Figure 1. Logic cells by family.
Bar = 20 um.
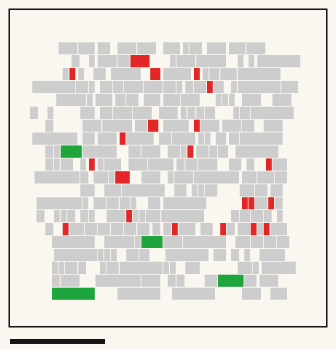
Figure 2. Sequential cells grouped by signal name.
Bar = 20 um. Other sequential cells in the stronger grey, the rest of the logic in the fainter grey.
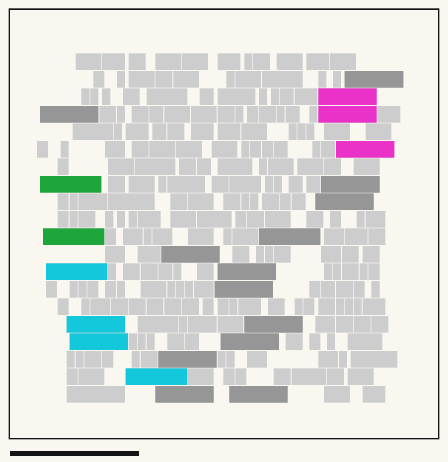
Figure 3. Routing congestion map.
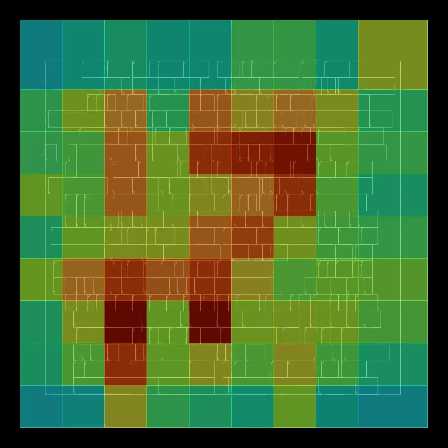
Figure 4. Close-up of the layout.
Bar = 5 um. Region (23, 37) to (43, 57) um. Cells in grey, sequential cells in the stronger grey; small squares are vias.
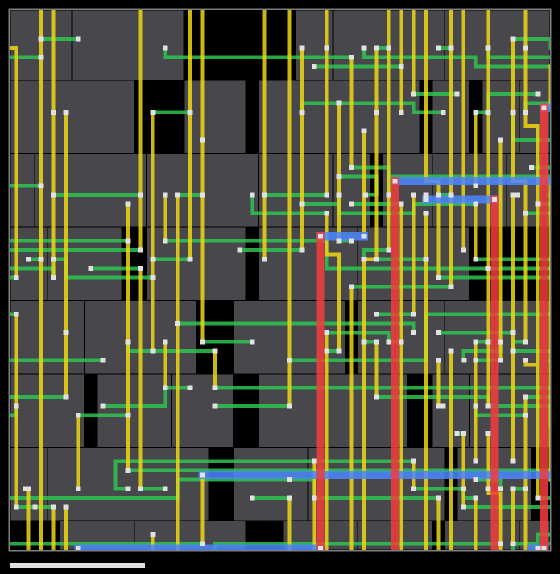
$ cat src/rtl/mvm_seq_if.sv
// rtl/mvm_seq_if.sv - command, load, memory-control and result-stream bundle for mvm_seq (err present with MVM_SEQ_ERR_EN)
interface mvm_seq_if #(
  parameter int LOGK = 2
);
  logic              load_matrix;
  logic              load_vector;
  logic              start;
  logic              in_valid;
  logic              in_ready;
  logic [2*LOGK-1:0] addr_a;
  logic              wr_en_a;
  logic [LOGK-1:0]   addr_x;
  logic              wr_en_x;
  logic [LOGK-1:0]   addr_y;
  logic              wr_en_y;
  logic              clear_acc;
  logic              out_valid;
  logic              out_ready;
  logic              busy;
  logic              done;
`ifdef MVM_SEQ_ERR_EN
  logic              err;
`endif

  modport master (
    output load_matrix, load_vector, start, in_valid, out_ready,
    input  in_ready, addr_a, wr_en_a, addr_x, wr_en_x, addr_y, wr_en_y,
    input  clear_acc, out_valid, busy, done
`ifdef MVM_SEQ_ERR_EN
    , input err
`endif
  );

  modport slave (
    input  load_matrix, load_vector, start, in_valid, out_ready,
    output in_ready, addr_a, wr_en_a, addr_x, wr_en_x, addr_y, wr_en_y,
    output clear_acc, out_valid, busy, done
`ifdef MVM_SEQ_ERR_EN
    , output err
`endif
  );
endinterface

$ cat src/rtl/mvm_seq.sv
// rtl/mvm_seq.sv - matrix-vector multiply sequencer driving external A/x/y memories and a MAC (optional MVM_SEQ_ERR_EN)
module mvm_seq #(
  parameter int K    = 4,
  parameter int LOGK = 2,
  parameter int PIPE = 2
) (
  input logic     clk,
  input logic     reset,
  mvm_seq_if.slave bus
);

  typedef enum logic [2:0] {
    S_IDLE, S_LOAD_A, S_LOAD_X, S_COMPUTE, S_DRAIN, S_WRITE_Y, S_PREFETCH, S_OUTPUT
  } state_t;

  localparam int AW = 2 * LOGK;
  localparam int DW = (PIPE > 1) ? $clog2(PIPE) : 1;
  localparam logic [AW-1:0]   A_LAST = AW'(K * K - 1);
  localparam logic [AW-1:0]   A_ONE  = AW'(1);
  localparam logic [LOGK-1:0] X_LAST = LOGK'(K - 1);
  localparam logic [LOGK-1:0] X_ONE  = LOGK'(1);
  localparam logic [DW-1:0]   D_LAST = DW'((PIPE > 0) ? PIPE - 1 : 0);
  localparam logic [DW-1:0]   D_ONE  = DW'(1);

  state_t          state;
  logic [AW-1:0]   addr_a_q;
  logic [LOGK-1:0] addr_x_q;
  logic [LOGK-1:0] addr_y_q;
  logic [LOGK-1:0] row_q;
  logic [LOGK-1:0] idx_q;
  logic [DW-1:0]   dcnt_q;
  logic            in_ready_q;
  logic            out_valid_q;
  logic            busy_q;
  logic            done_q;
  logic            clear_q;
  logic            wr_y_q;
  logic [LOGK-1:0] addr_y_c;

  logic load_fire;
  logic out_fire;

  assign load_fire = in_ready_q & bus.in_valid;
  assign out_fire  = out_valid_q & bus.out_ready;

  // Look-ahead read address keeps a full-rate stream free of bubbles.
  always_comb begin
    addr_y_c = addr_y_q;
    if (state == S_OUTPUT) begin
      addr_y_c = idx_q;
      if (out_fire && idx_q != X_LAST) begin
        addr_y_c = idx_q + X_ONE;
      end
    end
  end

  assign bus.in_ready  = in_ready_q;
  assign bus.wr_en_a   = load_fire & (state == S_LOAD_A);
  assign bus.wr_en_x   = load_fire & (state == S_LOAD_X);
  assign bus.wr_en_y   = wr_y_q;
  assign bus.addr_a    = addr_a_q;
  assign bus.addr_x    = addr_x_q;
  assign bus.addr_y    = addr_y_c;
  assign bus.clear_acc = clear_q;
  assign bus.out_valid = out_valid_q;
  assign bus.busy      = busy_q;
  assign bus.done      = done_q;

  always_ff @(posedge clk or negedge reset) begin
    if (!reset) begin
      state       <= S_IDLE;
      addr_a_q    <= '0;
      addr_x_q    <= '0;
      addr_y_q    <= '0;
      row_q       <= '0;
      idx_q       <= '0;
      dcnt_q      <= '0;
      in_ready_q  <= 1'b0;
      out_valid_q <= 1'b0;
      busy_q      <= 1'b0;
      done_q      <= 1'b0;
      clear_q     <= 1'b1;
      wr_y_q      <= 1'b0;
    end else begin
      done_q <= 1'b0;
      case (state)
        S_IDLE: begin
          if (bus.start) begin
            state  <= S_COMPUTE;
            busy_q <= 1'b1;
          end else if (bus.load_matrix) begin
            state      <= S_LOAD_A;
            busy_q     <= 1'b1;
            in_ready_q <= 1'b1;
          end else if (bus.load_vector) begin
            state      <= S_LOAD_X;
            busy_q     <= 1'b1;
            in_ready_q <= 1'b1;
          end
        end
        S_LOAD_A: begin
          if (load_fire) begin
            if (addr_a_q == A_LAST) begin
              state      <= S_IDLE;
              in_ready_q <= 1'b0;
              busy_q     <= 1'b0;
              addr_a_q   <= '0;
            end else begin
              addr_a_q <= addr_a_q + A_ONE;
            end
          end
        end
        S_LOAD_X: begin
          if (load_fire) begin
            if (addr_x_q == X_LAST) begin
              state      <= S_IDLE;
              in_ready_q <= 1'b0;
              busy_q     <= 1'b0;
              addr_x_q   <= '0;
            end else begin
              addr_x_q <= addr_x_q + X_ONE;
            end
          end
        end
        S_COMPUTE: begin
          // addr_x doubles as the column index j within the current row.
          if (addr_x_q == X_LAST) begin
            if (PIPE == 0) begin
              state    <= S_WRITE_Y;
              wr_y_q   <= 1'b1;
              addr_y_q <= row_q;
              clear_q  <= 1'b1;
            end else begin
              state   <= S_DRAIN;
              dcnt_q  <= '0;
              clear_q <= 1'b0;
            end
          end else begin
            addr_a_q <= addr_a_q + A_ONE;
            addr_x_q <= addr_x_q + X_ONE;
            clear_q  <= 1'b0;
          end
        end
        S_DRAIN: begin
          if (dcnt_q == D_LAST) begin
            state    <= S_WRITE_Y;
            wr_y_q   <= 1'b1;
            addr_y_q <= row_q;
            clear_q  <= 1'b1;
          end else begin
            dcnt_q <= dcnt_q + D_ONE;
          end
        end
        S_WRITE_Y: begin
          wr_y_q   <= 1'b0;
          addr_y_q <= '0;
          addr_x_q <= '0;
          if (row_q != X_LAST) begin
            row_q    <= row_q + X_ONE;
            addr_a_q <= addr_a_q + A_ONE;
            state    <= S_COMPUTE;
          end else begin
            row_q    <= '0;
            addr_a_q <= '0;
            state    <= S_PREFETCH;
          end
        end
        S_PREFETCH: begin
          state       <= S_OUTPUT;
          out_valid_q <= 1'b1;
          idx_q       <= '0;
        end
        S_OUTPUT: begin
          if (out_fire) begin
            if (idx_q == X_LAST) begin
              state       <= S_IDLE;
              out_valid_q <= 1'b0;
              done_q      <= 1'b1;
              busy_q      <= 1'b0;
              idx_q       <= '0;
            end else begin
              idx_q <= idx_q + X_ONE;
            end
          end
        end
        default: state <= S_IDLE;
      endcase
    end
  end

`ifdef MVM_SEQ_ERR_EN
  logic err_q;

  always_ff @(posedge clk or negedge reset) begin
    if (!reset) begin
      err_q <= 1'b0;
    end else if (state != S_IDLE && (bus.load_matrix || bus.load_vector || bus.start)) begin
      err_q <= 1'b1;
    end
  end

  assign bus.err = err_q;
`endif

endmodule

$ cat src/flat_wrapper.sv
// flat-port wrapper written by rule: the top's interface ports become plain ports
module mvm_seq_flat 
#(
  parameter int K    = 4,
  parameter int LOGK = 2,
  parameter int PIPE = 2
)
  (clk, reset, bus_load_matrix, bus_load_vector, bus_start, bus_in_valid, bus_out_ready, bus_in_ready, bus_addr_a, bus_wr_en_a, bus_addr_x, bus_wr_en_x, bus_addr_y, bus_wr_en_y, bus_clear_acc, bus_out_valid, bus_busy, bus_done);
  mvm_seq_if #(.LOGK(LOGK)) bus_i ();
  input logic clk;
  input logic reset;
  input wire logic [$bits(bus_i.load_matrix)-1:0] bus_load_matrix;
  input wire logic [$bits(bus_i.load_vector)-1:0] bus_load_vector;
  input wire logic [$bits(bus_i.start)-1:0] bus_start;
  input wire logic [$bits(bus_i.in_valid)-1:0] bus_in_valid;
  input wire logic [$bits(bus_i.out_ready)-1:0] bus_out_ready;
  output wire logic [$bits(bus_i.in_ready)-1:0] bus_in_ready;
  output wire logic [$bits(bus_i.addr_a)-1:0] bus_addr_a;
  output wire logic [$bits(bus_i.wr_en_a)-1:0] bus_wr_en_a;
  output wire logic [$bits(bus_i.addr_x)-1:0] bus_addr_x;
  output wire logic [$bits(bus_i.wr_en_x)-1:0] bus_wr_en_x;
  output wire logic [$bits(bus_i.addr_y)-1:0] bus_addr_y;
  output wire logic [$bits(bus_i.wr_en_y)-1:0] bus_wr_en_y;
  output wire logic [$bits(bus_i.clear_acc)-1:0] bus_clear_acc;
  output wire logic [$bits(bus_i.out_valid)-1:0] bus_out_valid;
  output wire logic [$bits(bus_i.busy)-1:0] bus_busy;
  output wire logic [$bits(bus_i.done)-1:0] bus_done;
  assign bus_i.load_matrix = bus_load_matrix;
  assign bus_i.load_vector = bus_load_vector;
  assign bus_i.start = bus_start;
  assign bus_i.in_valid = bus_in_valid;
  assign bus_i.out_ready = bus_out_ready;
  assign bus_in_ready = bus_i.in_ready;
  assign bus_addr_a = bus_i.addr_a;
  assign bus_wr_en_a = bus_i.wr_en_a;
  assign bus_addr_x = bus_i.addr_x;
  assign bus_wr_en_x = bus_i.wr_en_x;
  assign bus_addr_y = bus_i.addr_y;
  assign bus_wr_en_y = bus_i.wr_en_y;
  assign bus_clear_acc = bus_i.clear_acc;
  assign bus_out_valid = bus_i.out_valid;
  assign bus_busy = bus_i.busy;
  assign bus_done = bus_i.done;
  mvm_seq #(.K(K), .LOGK(LOGK), .PIPE(PIPE)) u_core (.clk(clk), .reset(reset), .bus(bus_i));
endmodule
$ cat config.mk
export PLATFORM = sky130hd
export DESIGN_NAME = mvm_seq_flat
export DESIGN_NICKNAME = d
export VERILOG_FILES = /design/src/rtl/mvm_seq_if.sv /design/src/rtl/mvm_seq.sv /design/src/flat_wrapper.sv
export SDC_FILE = /design/constraint.sdc
export NUM_CORES = 1
export LEC_CHECK = 0
export ABC_AREA = 1
export CAP_MARGIN = 20
export CORE_MARGIN = 4
export CORE_UTILIZATION = 40
export DETAILED_ROUTE_END_ITERATION = 6
export PLACE_DENSITY_LB_ADDON = 0.05
export SYNTH_ARGS = -nofsm -noshare
export SYNTH_HDL_FRONTEND = slang
export SYNTH_SLANG_ARGS = --single-unit
export TNS_END_PERCENT = 20
$ cat constraint.sdc
create_clock -name clk -period 1.25 [get_ports clk]
set_input_delay 0.1875 -clock clk [delete_from_list [all_inputs] [get_ports clk]]
set_output_delay 0.1875 -clock clk [all_outputs]
set_load 0.02 [all_outputs]
==> impl_metrics.py <==
# Physical implementation metrics
metrics = {
    "final_timing": {
        "fmax_ghz": 0.622,
        "setup_viol": 23,
        "hold_viol": 0,
        "hold_slack_ps": 203,
        "setup_slack_ps": -358,
        "slew_headroom_pct": 82.9,
        "clock_skew_ps": 12.6,
        "timing.final.crit_share_pct": 129,
    },
    "detailed_routing": {
        "wl_met1_mm": 1.67,
        "antenna_left": 0,
        "routed_via_density": 4.98,
        "dr_wl_met3_um": 136,
        "wl_met2_mm": 2.13,
    },
    "global_route": {
        "grt_pass1_wl_mm": 6.09,
        "antenna_found_initial": 0,
    },
    "floorplanning": {
        "nWellTaps": 44,
        "rows": 20,
        "die_h_um": 66.5,
        "die_area_sq_mm": 0.00443,
        "core_area_sq_mm": 0.00315,
    },
    "setup_path": {
        "cp.depth": 6,
        "path_class": "flop to output pin",
        "critPathBufInv": 2,
    },
    "power_and_ir_drop": {
        "comb_cell_power_mw": 3.65,
        "switchingPower_mw": 2.45,
        "p_int_mw": 2.81,
        "switching_share_pct": 46.6,
        "seq_power_share_pct": 23.0,
        "powerClk_mw": 0.405,
        "p_per_area_mw_per_mm2": 2270,
    },
    "layout": {
        "syn_to_final_growth_pct": 69.1,
        "final-comb-area_sq_um": 957,
        "clock_buffers": 4,
    },
    "yosys": {
        "yosys_warnings": 0,
        "topCellsByArea": "dfrtp_1, nand2_1, nand3_1, inv_1, ha_1",
        "syn-num-nets": 189,
        "postSynthAreaPerCell_sq_um": 7.70,
        "async_flop_share_pct": 100,
        "ys_types": 27,
        "ys_sh_adder_pct": 3.65,
        "mux_area_share_pct": 0,
    },
    "run_status": {
        "violations": "setup timing",
        "status": "finished with violations",
    },
    "place": {
        "port_buffers": 22,
    },
    "clocking": {
        "cts_tree": "done",
        "cts-root-buf": "clkbuf_4",
    },
}
Notes on Figure 1 above:
| colour | family | cells |
|---|---|---|
| red | inv cells | 21 |
| green | fa/ha/maj cells | 4 |
most used logic cell in the final layout: nand2_1
logic share of the area: 41.3%
Non-Filler Instances: 294

Notes on Figure 2 above:
| colour | signal | sequential cells |
|---|---|---|
| cyan | u_core.bus.addr_a | 4 |
| green | u_core.bus.addr_x | 2 |
| magenta | u_core.state | 3 |
not coloured: 13

Notes on Figure 3 above:
overall routing resource usage: 17.8%
utilization after layout: 73.5%
gr busiest metal: met2
WL/cell: 13.9 um
met1 Track Usage GR: 21.0%

Notes on Figure 4 above:
| colour | layer |
|---|---|
| yellow | M2 |
| red | M4 |
| blue | M3 |
| green | M1 |
cells with their middle in the window: 40
sequential cells in the window: 0
most frequent: buf_4 (5), inv_1 (4), nand2_1 (4)

[cells in the final DEF, fill, tap and decap left out, types with 3 or more instances in the layout]
cell type / netlist / layout
nand3_2: 4 / 6
dfrtp_2: 0 / 4
buf_2: 0 / 3
nand3_4: 0 / 5
nor2_1: 10 / 6
buf_6: 3 / 11
clkbuf_2: 0 / 4
dfrtp_1: 21 / 17
buf_4: 1 / 41
nand4_1: 5 / 5
nand2_4: 1 / 9
nand3_1: 15 / 8
o21ai_0: 9 / 4
inv_2: 4 / 5
a21oi_2: 1 / 3
o21ai_2: 1 / 5
clkdlybuf4s50_1: 0 / 6
inv_1: 16 / 12
o21ai_1: 5 / 6
nand2_2: 2 / 7
nor2_4: 3 / 10
nand2_1: 56 / 43
clkbuf_4: 0 / 3
